$ cat config.mk
export PLATFORM = sky130hd
export DESIGN_NAME = msg_uart_dumper
export DESIGN_NICKNAME = d
export VERILOG_FILES = /design/src/rtl/ksa_pkg.sv /design/src/rtl/uart_tx_8n1.sv /design/src/rtl/msg_uart_dumper.sv
export SDC_FILE = /design/constraint.sdc
export NUM_CORES = 1
export LEC_CHECK = 0
export ABC_AREA = 1
export CAP_MARGIN = 20
export CELL_PAD_IN_SITES_DETAIL_PLACEMENT = 0
export CELL_PAD_IN_SITES_GLOBAL_PLACEMENT = 1
export CORE_MARGIN = 4
export CORE_UTILIZATION = 34
export CTS_BUF_LIST = sky130_fd_sc_hd__clkbuf_8 sky130_fd_sc_hd__clkbuf_16
export DETAILED_ROUTE_END_ITERATION = 6
export PLACE_DENSITY = 0.78
export REMOVE_ABC_BUFFERS = 1
export SLEW_MARGIN = 20
export SYNTH_ARGS = -nofsm -noshare
export SYNTH_HDL_FRONTEND = slang
export SYNTH_SLANG_ARGS = --single-unit
export TNS_END_PERCENT = 50
$ cat constraint.sdc
create_clock -name clock -period 1.5 [get_ports clock]
set_input_delay 0.3 -clock clock [delete_from_list [all_inputs] [get_ports clock]]
set_output_delay 0.3 -clock clock [all_outputs]
set_load 0.05 [all_outputs]
$ cat src/rtl/ksa_pkg.sv
// Shared types and helpers for the key-search message dump path.
// Holds the dump FSM state encoding and the hex-to-ASCII conversion used by the key header.
package ksa_pkg;

  localparam int unsigned MSG_LEN_DEFAULT = 32;
  localparam int unsigned HDR_LEN         = 7;

  typedef enum logic [2:0] {
    StIdle,
    StFetch,
    StLoad,
    StStartBit,
    StDataBits,
    StStopBit,
    StDone
  } dump_state_t;

  function automatic logic [7:0] nibble_to_ascii(input logic [3:0] nib);
    return (nib < 4'd10) ? 8'h30 + 8'(nib) : 8'h37 + 8'(nib);
  endfunction

endpackage

$ cat src/rtl/uart_tx_8n1.sv
// 8N1 UART transmitter: one start bit, 8 data bits LSB first, one stop bit, BAUD_DIV cycles each.
// ready is high when idle or in the last cycle of the stop bit, so a caller can sequence frames.
module uart_tx_8n1
  import ksa_pkg::*;
#(
  parameter int unsigned BAUD_DIV = 434
) (
  input  logic       clock,
  input  logic       reset,
  input  logic       load,
  input  logic [7:0] data,
  output logic       ready,
  output logic       tx
);

  localparam int unsigned CntW = $clog2(BAUD_DIV);
  localparam logic [CntW-1:0] CntLast = CntW'(BAUD_DIV - 1);

  dump_state_t     phase_q;
  logic [CntW-1:0] cnt_q;
  logic [2:0]      bit_q;
  logic [7:0]      shift_q;
  logic            bit_end;

  assign bit_end = (cnt_q == CntLast);
  assign ready   = (phase_q == StIdle) || ((phase_q == StStopBit) && bit_end);

  always_ff @(posedge clock or posedge reset) begin
    if (reset) begin
      phase_q <= StIdle;
      cnt_q   <= '0;
      bit_q   <= '0;
      shift_q <= '0;
      tx      <= 1'b1;
    end else begin
      unique case (phase_q)
        StStartBit: begin
          if (bit_end) begin
            cnt_q   <= '0;
            tx      <= shift_q[0];
            shift_q <= shift_q >> 1;
            phase_q <= StDataBits;
          end else begin
            cnt_q <= cnt_q + 1'b1;
          end
        end
        StDataBits: begin
          if (bit_end) begin
            cnt_q <= '0;
            if (bit_q == 3'd7) begin
              tx      <= 1'b1;
              phase_q <= StStopBit;
            end else begin
              bit_q   <= bit_q + 1'b1;
              tx      <= shift_q[0];
              shift_q <= shift_q >> 1;
            end
          end else begin
            cnt_q <= cnt_q + 1'b1;
          end
        end
        StStopBit: begin
          if (bit_end) begin
            cnt_q   <= '0;
            phase_q <= StIdle;
          end else begin
            cnt_q <= cnt_q + 1'b1;
          end
        end
        default: begin
          // Counter stays parked at zero while idle.
          if (load) begin
            shift_q <= data;
            bit_q   <= '0;
            cnt_q   <= '0;
            tx      <= 1'b0;
            phase_q <= StStartBit;
          end
        end
      endcase
    end
  end

endmodule

$ cat src/rtl/msg_uart_dumper.sv
// Dumps the winning core's decrypted message RAM over a UART after a start rising edge.
// Define MSG_DUMP_KEY_HEADER_EN to prefix the dump with the key as 6 hex chars and ':'.
module msg_uart_dumper
  import ksa_pkg::*;
#(
  parameter int unsigned BAUD_DIV     = 434,
  parameter int unsigned READ_LATENCY = 1,
  parameter int unsigned MSG_LEN      = MSG_LEN_DEFAULT
) (
  input  logic        clock,
  input  logic        reset,
  input  logic        start,
  input  logic [23:0] key_in,
  output logic [4:0]  msg_address,
  input  logic [7:0]  msg_q,
  output logic        uart_tx,
  output logic        busy,
  output logic        done
);

`ifdef MSG_DUMP_KEY_HEADER_EN
  localparam int unsigned HdrLen = HDR_LEN;
`else
  localparam int unsigned HdrLen = 0;
`endif
  localparam int unsigned NBytes = MSG_LEN + HdrLen;
  localparam int unsigned IdxW   = $clog2(NBytes + 1);
  localparam int unsigned LatW   = $clog2(READ_LATENCY + 1);
  localparam logic [IdxW-1:0] IdxLast = IdxW'(NBytes - 1);
  localparam logic [LatW-1:0] LatLast = LatW'(READ_LATENCY - 1);

  dump_state_t     state_q;
  logic            start_q;
  logic            start_prev_q;
  logic            armed_q;
  logic            start_edge;
  logic [23:0]     key_q;
  logic [IdxW-1:0] idx_q;
  logic [LatW-1:0] lat_q;
  logic [7:0]      tx_byte;
  logic            tx_load;
  logic            tx_ready;

  // armed_q blocks a start that is already high when reset releases from looking like an edge.
  assign start_edge = start_q && !start_prev_q && armed_q;
  assign tx_load    = (state_q == StLoad);

`ifdef MSG_DUMP_KEY_HEADER_EN
  assign msg_address = (idx_q < IdxW'(HdrLen)) ? 5'd0 : 5'(idx_q - IdxW'(HdrLen));
`else
  logic unused_key;
  assign unused_key  = ^key_q;
  assign msg_address = 5'(idx_q);
`endif

  always_comb begin
    tx_byte = msg_q;
`ifdef MSG_DUMP_KEY_HEADER_EN
    for (int i = 0; i < 6; i++) begin
      if (idx_q == IdxW'(i)) tx_byte = nibble_to_ascii(key_q[20-4*i +: 4]);
    end
    if (idx_q == IdxW'(6)) tx_byte = 8'h3A;
`endif
  end

  always_ff @(posedge clock or posedge reset) begin
    if (reset) begin
      state_q      <= StIdle;
      start_q      <= 1'b0;
      start_prev_q <= 1'b0;
      armed_q      <= 1'b0;
      key_q        <= '0;
      idx_q        <= '0;
      lat_q        <= '0;
      busy         <= 1'b0;
      done         <= 1'b0;
    end else begin
      start_q      <= start;
      start_prev_q <= start_q;
      if (!start) armed_q <= 1'b1;
      unique case (state_q)
        StIdle: begin
          if (start_edge) begin
            key_q   <= key_in;
            idx_q   <= '0;
            lat_q   <= '0;
            busy    <= 1'b1;
            state_q <= StFetch;
          end
        end
        StFetch: begin
          if (lat_q == LatLast) begin
            lat_q   <= '0;
            state_q <= StLoad;
          end else begin
            lat_q <= lat_q + 1'b1;
          end
        end
        StLoad: state_q <= StStartBit;
        // Frame in flight; the serializer walks start/data/stop and raises ready at the end.
        StStartBit: begin
          if (tx_ready) begin
            if (idx_q == IdxLast) begin
              busy    <= 1'b0;
              done    <= 1'b1;
              state_q <= StDone;
            end else begin
              idx_q   <= idx_q + 1'b1;
              state_q <= StFetch;
            end
          end
        end
        StDone:  state_q <= StDone;
        default: state_q <= StIdle;
      endcase
    end
  end

  uart_tx_8n1 #(
    .BAUD_DIV(BAUD_DIV)
  ) u_uart (
    .clock(clock),
    .reset(reset),
    .load (tx_load),
    .data (tx_byte),
    .ready(tx_ready),
    .tx   (uart_tx)
  );

endmodule

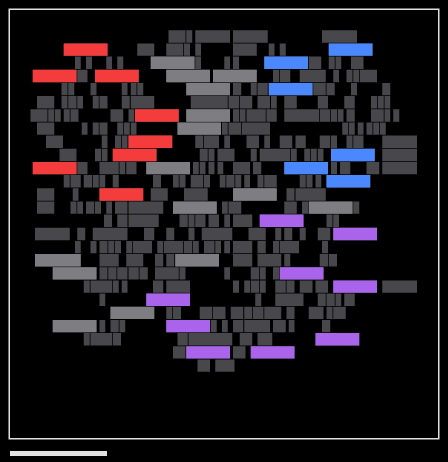
run_1/flops_by_reg.png
Bar = 20 um. Other sequential cells in the stronger grey, the rest of the logic in the fainter grey.
Key: red = u_uart.shift_q [sequential cells 8, where top left]; blue = idx_q [sequential cells 6, where top right]; purple = u_uart.cnt_q [sequential cells 9]
Another 15 sequential cells are not coloured.
sequential portion of the cell area: 0.318
Seq group: 1.57 mW
final design utilization: 0.474
total area of sequential cells: 952 sq um

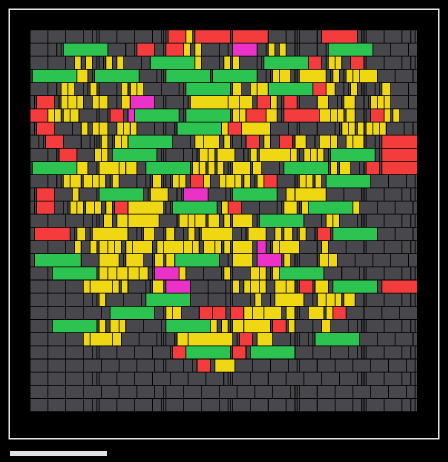
run_1/placement_by_type.png
Bar = 20 um. Fill, decap, tap and diode cells in grey.
Key: yellow = combinational and other logic [cells 243, share of their area 47%]; red = remaining buffers and delay cells [cells 46, share of their area 17%]; magenta = clock drivers and dummy loads [cells 8, share of their area 3.2%]; green = sequential cells [cells 38, share of their area 33%]
area of all placed cells without fillers: 2990 sq um
core region area: 6310 sq um

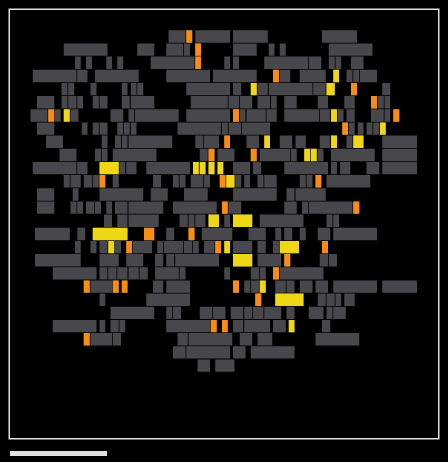
run_1/logic_types.png
Bar = 20 um.
Key: orange = inv cells [cells 33, most used inv_1]; yellow = nor cells [cells 27, most used nor2_1]

-- run 1: worst paths after layout --
kind	end	cells past startpoint
setup / recovery	u_uart.phase_q[0]$_DFFE_PP0P_	8
hold / removal	start_q$_DFF_PP0_	3
setup reg to reg	u_uart.phase_q[0]$_DFFE_PP0P_	8
hold reg to reg	start_prev_q$_DFF_PP0_	0
max in group asynchronous	u_uart.tx$_DFFE_PP1P_	3
min in group clock	start_prev_q$_DFF_PP0_	0
-- run 1: metrics by stage --
stage	instance area, sq um	setup slack (ps)	hold slack, ps
2_1_floorplan	2150	-212	331
6_report	2990	37.7	354
5_1_grt	2990	-76.3	384
3_5_place_dp	2710	-61.5	373
3_3_place_gp	2710	-47.8	367
4_1_cts	2840	3.40	355
==> run summary, run 1 <==
shortest period the worst path allows = 1460 ps
signal arrival time at the worst endpoint = 1640 ps
Most common reg cell = sky130_fd_sc_hd__dfrtp_1
met2 Usage GRT = 0.208
proportion of power drawn by the clock network = 0.132
combinational power = 3.12 mW
synthesis-to-layout area growth = 36.0%
Top logic family = simple AND/OR/NAND/NOR gates
actual slew at the worst max-slew pin = 503 ps
commonest non-fill, non-tap cell in the layout = sky130_fd_sc_hd__nand2_1
per-cell via count in the routed design = 4.65
total CTS buffers = 5
Max Fclk = 684 MHz
Final Wtd Congestion = 0.773
total power consumption of the routed design = 5.41 mW
maximum number of pins on one net before global-route repair = 39
uppermost metal layer occupied by signal nets = met4
post-synthesis sequential element count = 38
Initial Util = 0.348
WL met2 = 2150 um
first-pass GRT wire length = 8190 um
max-cap violations = 0
YS warnings = 0
result of the run = complete, no violations
buffer levels on the longest clock path = 2
fraction of area in multi-input gates = 0.414
num rows = 29
Resized cells post-CTS = 8
power density normalized to cell area = 1810 nW/um^2
count of clock-net buffers in the final layout = 6
unrepaired setup endpoints after global routing = yes
detailed route wirelength on metal3 = 131 um
worst-case register-to-register setup slack = 40 ps
Dominant cell area share = 0.421
number of I/O pins = 43
detailed-route wire length per cell = 11.1 um
buffers and inverters on the worst path = 1
number of search-and-repair iterations in the first detailed-routing pass = 4
worst max-slew margin expressed relative to the limit = 0.664
Placed Cells = 400
delay contributed by the slowest stage of the critical path = 430 ps
largest registers ranked by flip-flop count = u_uart.cnt_q x9, u_uart.shift_q x8, idx_q x6
VDD IR max = 0.000837 V
share of power burned in combinational logic = 0.577
chip area from the yosys synthesis statistics = 2200 sq um
sw power = 2.43 mW
fill count = 633
clock tree root buffer cell = sky130_fd_sc_hd__clkbuf_8
simple-gate share of the synthesized area = 0.369
Non-clock buffers = 46
worst path required time = 1680 ps
post-synthesis xor/xnor area fraction = 0.00796
Logic inverters = 33
TritonCTS clock tree = done
Setup crit start kind = flop
critical path capture point type = flop
max-slew violations = 0
largest register by flop count = u_uart.cnt_q
GRT overflow = 0
clock sink total = 38
combinational gate area = 1240 sq um
cells in synth_stat.txt = 286
NumNets Final = 374
power group with the largest share = combinational cells
count of different cell masters after synthesis = 30
most common library cells after synthesis = sky130_fd_sc_hd__nand2_1, sky130_fd_sc_hd__dfrtp_1, sky130_fd_sc_hd__inv_1
==> run 2: changes to the inputs <==
SKIP_LAST_GASP = 1   (was not set)
SLEW_MARGIN = not set   (was 20)
==> run summary, run 2 <==
clock sink total = 38 (unchanged)
area post-placement = 2710 sq um (unchanged)
actual slew at the worst max-slew pin = 504 ps (was 503 ps)
uppermost metal layer occupied by signal nets = met4 (unchanged)
post-route worst hold slack = 354 ps (about the same)
max-cap violations = 0 (unchanged)
power density normalized to cell area = 1810 nW/um^2 (about the same)
buffers and inverters on the worst path = 1 (unchanged)
proportion of power drawn by the clock network = 0.133 (was 0.132)
largest register by flop count = u_uart.cnt_q (unchanged)
Fin Clk Skew = 6.63 ps (unchanged)
Most common reg cell = sky130_fd_sc_hd__dfrtp_1 (unchanged)
synthesis-to-layout area growth = 35.8% (was 36.0%)
combinational gate area = 1240 sq um (unchanged)
most common library cells after synthesis = sky130_fd_sc_hd__nand2_1, sky130_fd_sc_hd__dfrtp_1, sky130_fd_sc_hd__inv_1 (unchanged)
end point of the critical path = u_uart.phase_q[0]$_DFFE_PP0P_ (unchanged)
post-synthesis sequential element count = 38 (unchanged)
CP Class = reg -> reg (unchanged)
Worst R2R Path Depth = 8 (unchanged)
Clock transition at path regs = 80 ps (about the same)
area of all placed cells without fillers = 2990 sq um (about the same)
max-slew violations = 0 (unchanged)
commonest non-fill, non-tap cell in the layout = sky130_fd_sc_hd__nand2_1 (unchanged)
worst path required time = 1680 ps (about the same)
critical path capture point type = flop (unchanged)
num rows = 29 (unchanged)
Max Fclk = 684 MHz (unchanged)
sw power = 2.43 mW (about the same)
met2 Usage GRT = 0.208 (unchanged)
YS warnings = 0 (unchanged)
power group with the largest share = combinational cells (unchanged)
total power consumption of the routed design = 5.40 mW (was 5.41 mW)
Levels on crit path = 8 (unchanged)
worst-case register-to-register setup slack = 40 ps (about the same)
GRT overflow = 0 (unchanged)
unrepaired setup endpoints after global routing = yes (unchanged)
Initial Util = 0.348 (unchanged)
detailed route wirelength on metal3 = 131 um (unchanged)
count of different cell masters after synthesis = 30 (unchanged)
Seq group = 1.57 mW (about the same)
Dominant cell area share = 0.421 (unchanged)
Final Wtd Congestion = 0.773 (unchanged)
Worst Slack Setup Final = 37.7 ps (unchanged)
total area of sequential cells = 952 sq um (unchanged)
cells in synth_stat.txt = 286 (unchanged)
first-pass GRT wire length = 8190 um (unchanged)
number of search-and-repair iterations in the first detailed-routing pass = 4 (unchanged)
share of power burned in combinational logic = 0.576 (was 0.577)
total CTS buffers = 5 (unchanged)
critical register-to-register path endpoint = u_uart.phase_q[0]$_DFFE_PP0P_ (unchanged)
detailed-route wire length per cell = 11.1 um (about the same)
result of the run = complete, no violations (unchanged)
core region area = 6310 sq um (unchanged)
pre-CTS setup slack = -61.5 ps (unchanged)
TritonCTS clock tree = done (unchanged)
signal arrival time at the worst endpoint = 1640 ps (about the same)
number of I/O pins = 43 (unchanged)
Setup crit start kind = flop (unchanged)
shortest period the worst path allows = 1460 ps (unchanged)
VDD IR max = 0.000837 V (about the same)
clock tree root buffer cell = sky130_fd_sc_hd__clkbuf_8 (unchanged)
chip area from the yosys synthesis statistics = 2200 sq um (unchanged)
delay contributed by the slowest stage of the critical path = 430 ps (about the same)
==> run 2: what timing repair did <==
| item | CTS | global route |
|---|---|---|
| buffers inserted | 1 | 3 |
| resized | 8 | 31 |
| pin swaps | 7 | 12 |
| endpoints found under the setup margin | 16 | 29 |
| gates cloned | 0 | 1 |
==> run 2: layout make-up <==
| class | count | share of cell area |
|---|---|---|
| Inverter | 33 | 0.0423 |
| Timing Repair Buffer | 46 | 0.162 |
| Multi-Input combinational cell | 210 | 0.414 |
| Tap cell | 77 | 0.0323 |
| Clock inverter | 2 | 0.00293 |
| Sequential cell | 38 | 0.319 |
| Clock buffer | 6 | 0.0276 |
==> run 2: cell families after synthesis <==
logic type / synth area share
fa+ha+maj: 0.0284
compound gates: 0.0848
simple gates: 0.369
xor+xnor: 0.00797
flops: 0.433
buf+inv: 0.0768
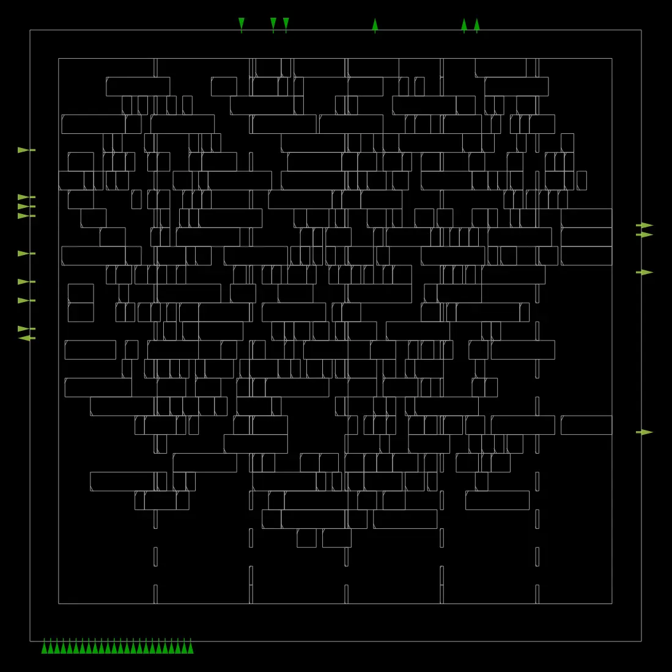
run_2/placement.png
fill count: 633
final cell count without fillers: 412
final design utilization: 0.473

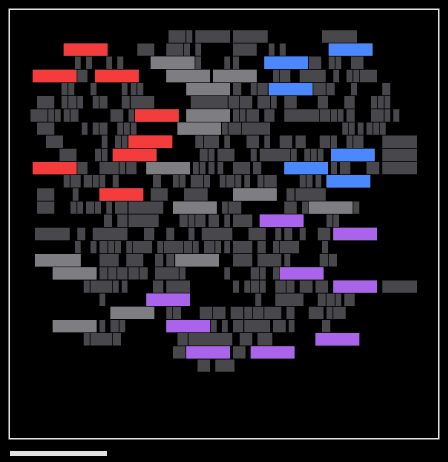
run_2/flops_by_reg.png
Bar = 20 um. Other sequential cells in the stronger grey, the rest of the logic in the fainter grey.
Key: purple = u_uart.cnt_q [sequential cells 9]; red = u_uart.shift_q [sequential cells 8, where top left]; blue = idx_q [sequential cells 6, where top right]
Another 15 sequential cells are not coloured.
sequential portion of the cell area: 0.319

==> run 3: changes to the inputs <==
CTS_BUF_LIST = not set   (was sky130_fd_sc_hd__clkbuf_8 sky130_fd_sc_hd__clkbuf_16)
==> run summary, run 3 <==
Initial Util = 0.348 (unchanged)
Sequential Power Share = 0.291 (about the same)
power group with the largest share = combinational cells (unchanged)
share of power burned in combinational logic = 0.575 (was 0.576)
number of sequential cells = 38 (unchanged)
LEAKAGE = 1.50 nW (about the same)
post-route worst hold slack = 355 ps (was 354 ps)
delay contributed by the slowest stage of the critical path = 430 ps (about the same)
area-dominant cell class after layout = multi-input combinational cells (unchanged)
post-CTS repair timing setup buffer count = 1 (unchanged)
core region area = 6310 sq um (unchanged)
number of I/O pins = 43 (unchanged)
Top Layout Cells = sky130_fd_sc_hd__nand2_1, sky130_fd_sc_hd__dfrtp_1, sky130_fd_sc_hd__inv_1, sky130_fd_sc_hd__buf_4, sky130_fd_sc_hd__nand3_1 (was sky130_fd_sc_hd__nand2_1, sky130_fd_sc_hd__dfrtp_1, sky130_fd_sc_hd__inv_1)
first-pass GRT wire length = 8190 um (unchanged)
VDD IR max = 0.000837 V (about the same)
number of search-and-repair iterations in the first detailed-routing pass = 4 (unchanged)
Resized cells post-CTS = 8 (unchanged)
Post-route DRC = 0 (unchanged)
Synth top cell by count = sky130_fd_sc_hd__nand2_1 (unchanged)
count of mapped cells out of synthesis = 286 (unchanged)
count of different cell masters after synthesis = 30 (unchanged)
total area of sequential cells = 952 sq um (unchanged)
post-synth tally of flip-flops with integrated enable = 0 (unchanged)
GRT overflow = 0 (unchanged)
total power consumption of the routed design = 5.40 mW (about the same)
largest area contributor in the synthesized netlist = sky130_fd_sc_hd__dfrtp_1 (unchanged)
area post-placement = 2710 sq um (unchanged)
Detailed Route WL = 4590 um (unchanged)
power density normalized to cell area = 1810 nW/um^2 (about the same)
NumNets Final = 374 (unchanged)
Setup-failing EPs final = 0 (unchanged)
Seq/Total Area, Yosys = 0.433 (unchanged)
TritonCTS clock tree = done (unchanged)
result of the run = complete, no violations (unchanged)
number of levels in the clock H-tree = 2 (unchanged)
non-clock buffering overhead in the final layout = 0.162 (unchanged)
fraction of area in clock buffers and inverters = 0.0306 (about the same)
Non-clock buffers = 46 (unchanged)
antenna violations before repair = 0 (unchanged)
YS warnings = 0 (unchanged)
top cells, area = sky130_fd_sc_hd__dfrtp_1, sky130_fd_sc_hd__nand2_1, sky130_fd_sc_hd__nand3_1 (unchanged)
Final Wtd Congestion = 0.773 (unchanged)
number of multi-input combinational cells in the layout = 210 (unchanged)
Routed Antenna Nets = 0 (unchanged)
share of total power consumed by net switching = 0.449 (was 0.450)
worst hold path type = in -> async (unchanged)
met2 Usage GRT = 0.208 (unchanged)
share of flip-flops with an asynchronous set or reset = 1.00 (unchanged)
mux share of post-synthesis cell area = 0 (unchanged)
Max stage delay cell, worst path = sky130_fd_sc_hd__dfrtp_1 (unchanged)
synthesis-to-layout area growth = 35.8% (unchanged)
signal arrival time at the worst endpoint = 1640 ps (about the same)
Placed Cells = 400 (unchanged)
endpoints failing hold = 0 (unchanged)
Top logic family = simple AND/OR/NAND/NOR gates (unchanged)
sequential portion of the cell area = 0.319 (unchanged)
max-cap violations = 0 (unchanged)
via count of the first global-routing pass = 1851 (unchanged)
largest register by flop count = u_uart.cnt_q (unchanged)
uppermost metal layer occupied by signal nets = met4 (unchanged)
worst path required time = 1680 ps (about the same)
final design utilization = 0.473 (unchanged)
largest driver fanout on the critical path = 7 (unchanged)
GRT Overall Usage = 0.130 (unchanged)
final cell count without fillers = 412 (unchanged)
actual slew at the worst max-slew pin = 504 ps (unchanged)
Chip Footprint = 7820 sq um (unchanged)
met1 layer wirelength in the final routing = 2240 um (unchanged)
total CTS buffers = 5 (unchanged)
CP Class = reg -> reg (unchanged)
Most common reg cell = sky130_fd_sc_hd__dfrtp_1 (unchanged)
startpoint of the worst-slack reg-to-reg timing path = u_uart.phase_q[2]$_DFFE_PP0P_ (unchanged)
chip area from the yosys synthesis statistics = 2200 sq um (unchanged)
fill count = 633 (unchanged)
tool warnings = 51 (unchanged)
count of clock-net buffers in the final layout = 7 (was 6)
post-synthesis cell area = 2200 sq um (unchanged)
share of synthesized cell area in and-or and or-and compound cells = 0.0848 (unchanged)
Setup crit start kind = flop (unchanged)
max-slew violations = 0 (unchanged)
Largest register FFs = 9 (unchanged)
iteration-0 DRC count of the detailed router = 81 (was 80)
post-synthesis xor/xnor area fraction = 0.00796 (unchanged)
combinational power = 3.11 mW (about the same)
detailed-route wire length per cell = 11.1 um (unchanged)
Worst Slack Setup Final = 38.1 ps (was 37.7 ps)
worst max-slew margin expressed relative to the limit = 0.664 (unchanged)
Seq group = 1.57 mW (about the same)
Dominant cell area share = 0.421 (unchanged)
overall die height = 88.4 um (unchanged)
I/O Buffers = 18 (unchanged)
clock insertion delay at the later pin of the skew report = 290 ps (about the same)
Critical Path Source = u_uart.phase_q[2]$_DFFE_PP0P_ (unchanged)
final antenna diode count = 0 (unchanged)
Logic inverters = 33 (unchanged)
combinational gate area = 1240 sq um (unchanged)
cells in synth_stat.txt = 286 (unchanged)
pre-CTS setup slack = -61.5 ps (unchanged)
proportion of power drawn by the clock network = 0.134 (was 0.133)
Die X-Extent = 88.4 um (unchanged)
buffer levels on the longest clock path = 2 (unchanged)
internal portion of total power = 2.98 mW (was 2.97 mW)
unrepaired setup endpoints after global routing = yes (unchanged)
summed negative setup slack over all endpoints = 0 ps (unchanged)
number of vias after detailed routing = 1913 (unchanged)
WL met2 = 2150 um (unchanged)
critical path capture point type = flop (unchanged)
Fin Clk Skew = 6.36 ps (was 6.63 ps)
Clk. pwr = 722 uW (was 716 uW)
detailed route wirelength on metal3 = 131 um (unchanged)
Adder Area Share = 0.0284 (unchanged)
period utilisation layout = 0.975 (about the same)
shortest period the worst path allows = 1460 ps (about the same)
most common library cells after synthesis = sky130_fd_sc_hd__nand2_1, sky130_fd_sc_hd__dfrtp_1, sky130_fd_sc_hd__inv_1 (unchanged)
placed wire-length estimate after detailed placement = 3200 um (unchanged)
per-cell via count in the routed design = 4.64 (unchanged)
clock tree root buffer cell = sky130_fd_sc_hd__clkbuf_8 (unchanged)
crit-path leading delay family = simple AND/OR/NAND/NOR gates (unchanged)
simple-gate share of the synthesized area = 0.369 (unchanged)
most used cell, CP = sky130_fd_sc_hd__nand2_2 (unchanged)
Max Fclk = 684 MHz (about the same)
cts hold-fix bufs = 0 (unchanged)
syn avg cell area = 7.69 sq um (unchanged)
global-route track usage on met3 = 0.0317 (unchanged)
fraction of layout cells with a size suffix above 1 = 0.284 (unchanged)
clock sink total = 38 (unchanged)
GR peak layer = met2 (unchanged)
Clock transition at path regs = 80 ps (about the same)
buffers and inverters on the worst path = 1 (unchanged)
Tap Count = 77 (unchanged)
post-synthesis sequential element count = 38 (unchanged)
largest registers ranked by flip-flop count = u_uart.cnt_q x9, u_uart.shift_q x8, idx_q x6 (unchanged)
maximum number of pins on one net before global-route repair = 39 (unchanged)
ordered list of cells on the worst path = inv_1, nand3_4, nand2_2, nor2_4, a21oi_1, nand2_2, nand2_1, o21ai_1 (unchanged)
sw power = 2.43 mW (about the same)
met1 usage in global routing = 0.172 (unchanged)
## run 3: netlist changes by cell type in the layout (fill, tap and decap cells not counted)
cell	change
sky130_fd_sc_hd__clkbuf_1	+1
sky130_fd_sc_hd__inv_1	-1
## run 3: worst paths after layout
| kind | to | slack (ps) | cells past startpoint |
|---|---|---|---|
| min reg2reg | start_prev_q$_DFF_PP0_ | 390 | 0 |
| max | u_uart.phase_q[0]$_DFFE_PP0P_ | 40 | 8 |
| max reg2reg | u_uart.phase_q[0]$_DFFE_PP0P_ | 40 | 8 |
| min | start_q$_DFF_PP0_ | 350 | 3 |
| max in group asynchronous | u_uart.tx$_DFFE_PP1P_ | 890 | 3 |
| min in group clock | start_prev_q$_DFF_PP0_ | 390 | 0 |
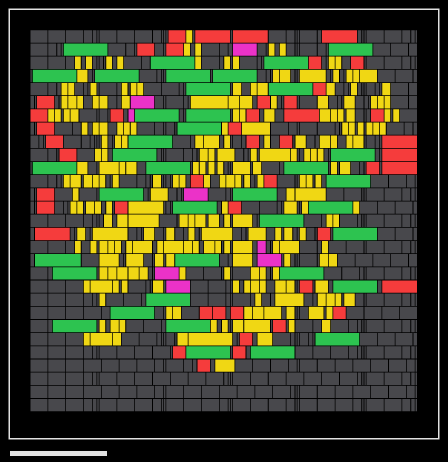
run_3/placement_by_type.png
Bar = 20 um. Fill, decap, tap and diode cells in grey.
Key: yellow = combinational and other logic [cells 243, share of their area 47%]; magenta = clock drivers and dummy loads [cells 8, share of their area 3.2%]; red = remaining buffers and delay cells [cells 46, share of their area 17%]; green = sequential cells [cells 38, share of their area 33%]
area of all placed cells without fillers: 2990 sq um
num rows: 29

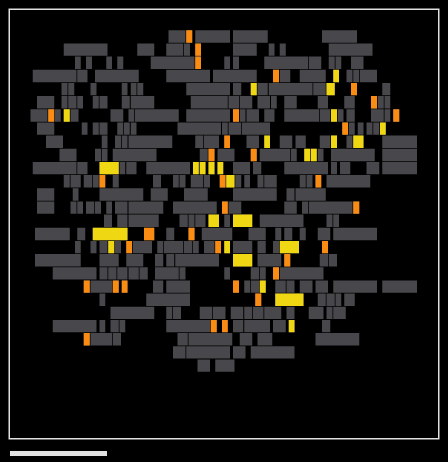
run_3/logic_types.png
Bar = 20 um.
Key: yellow = nor cells [cells 27, most used nor2_1]; orange = inv cells [cells 33, most used inv_1]
fraction of area in multi-input gates: 0.414
commonest non-fill, non-tap cell in the layout: sky130_fd_sc_hd__nand2_1

No activity file was given, so power comes from the tool's default toggle rates.
